Figure 1. Congestion heat map.
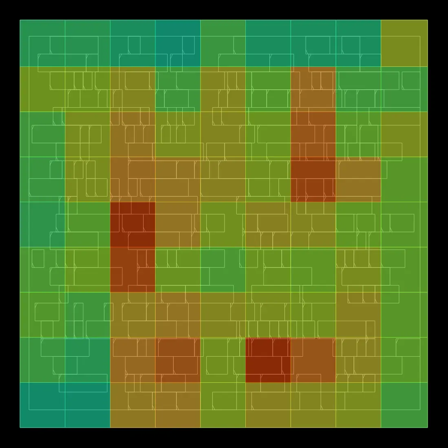
Figure 2. Met3 routing.
Cells faint in the background.
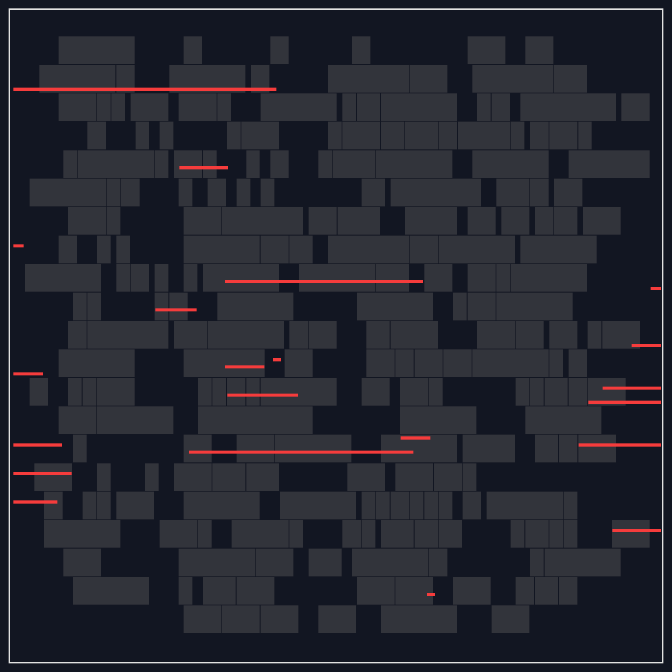
Figure 3. The metal 1 layer.
Cells faint in the background.
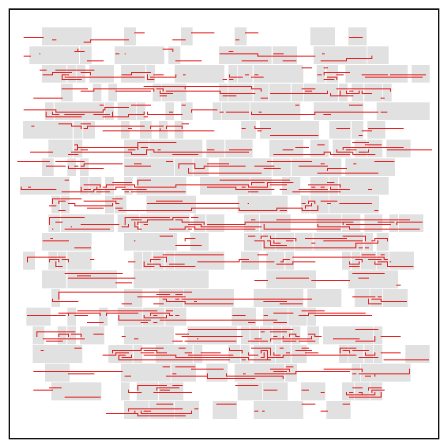
Design serial_adder, sky130hd; sources not shown.
==> reports/metrics.yaml <==
status:
  status: "complete, but fails checks"
  violations: "setup timing"
die:
  dieArea_um2: 3885
  fp.coreArea_um2: 3416
routing:
  met1Wirelength_um: 1665
  wl_met3_um: 129
  met2WireLength_um: 1811
sta:
  setup_ws_ns: -0.01491
  max_freq_ghz: 0.8231
  fin_crit_sh: 1.012
  setup_violations: 6
  finalHoldViolCount: 0
synth:
  yosysWarnings: 0
  ys.flop_type: "dfxtp_1"
  netlist.area_leader.share: 0.5011
  synth.area.top_cells: "dfxtp_1, nand2_1, mux2i_1, o221ai_1, a21oi_1"
  synth-seq-area-share: 0.5011
  simple_gate_area_frac: 0.2200
  mux_share: 0.05500
global_routing:
  grt_pass1_vias: 1450
  antenna_found_initial: 0
power_and_ir_drop:
  pg_comb_mw: 0.391
  p_int_mw: 2.122
  seq_power_share: 0.526
  pwr-share-comb: 0.140
place:
  place_hpwl_um: 2386
  gp_congestion: 0.7192
worst_setup_path:
  setup.worst_path.end_class: "flip-flop"
  worstSetupPathType: "flip-flop to flip-flop"
clocking:
  clock-root-buffer: "clkbuf_4"
  cts_buffers: 5
worst_hold_path:
  timing.hold.worst_path_depth: 3
  hp-class: "input port to flip-flop"
layout:
  lay_top_count: "nand2_1"
  final_layout_size_suffix_gt1_frac: 0.2368
run:
  warnings: 28
Notes on Figure 1 above:
GR Util met1: 0.2298
routed length per instance: 13.41 um

Notes on Figure 2 above:
longest straight run	24.8 um
nets with wire on the layer	16
routed vias: 1414
grt met3 use: 0.05515
routed wire length: 3674 um

Notes on Figure 3 above:
main direction	horizontal
share of all routed wire	45%
nets with wire on the layer	222
wire length on this layer	1670 um
longest straight run	19.3 um

[area by class of cell]
| cell class | count | area, um^2 | share of cell area |
|---|---|---|---|
| clock inverter | 1 | 30.03 | 0.01365 |
| tap | 46 | 57.56 | 0.02617 |
| multi-input combinational | 132 | 795.8 | 0.3618 |
| sequential | 41 | 833.3 | 0.3788 |
| clock buffer | 7 | 55.05 | 0.02503 |
| timing repair buffer | 47 | 427.9 | 0.1945 |
[stage by stage]
stage          power, mW  hold WS (ns)  cell area [um^2]
2_1_floorplan      1.689        0.3718              1638
3_3_place_gp       1.835        0.4413              2048
3_5_place_dp       1.848        0.4497              2048
4_1_cts            2.785        0.4248              2162
5_1_grt            2.934        0.4387              2200
6_report           2.793        0.4351              2200
Power and IR drop assume default switching activity.
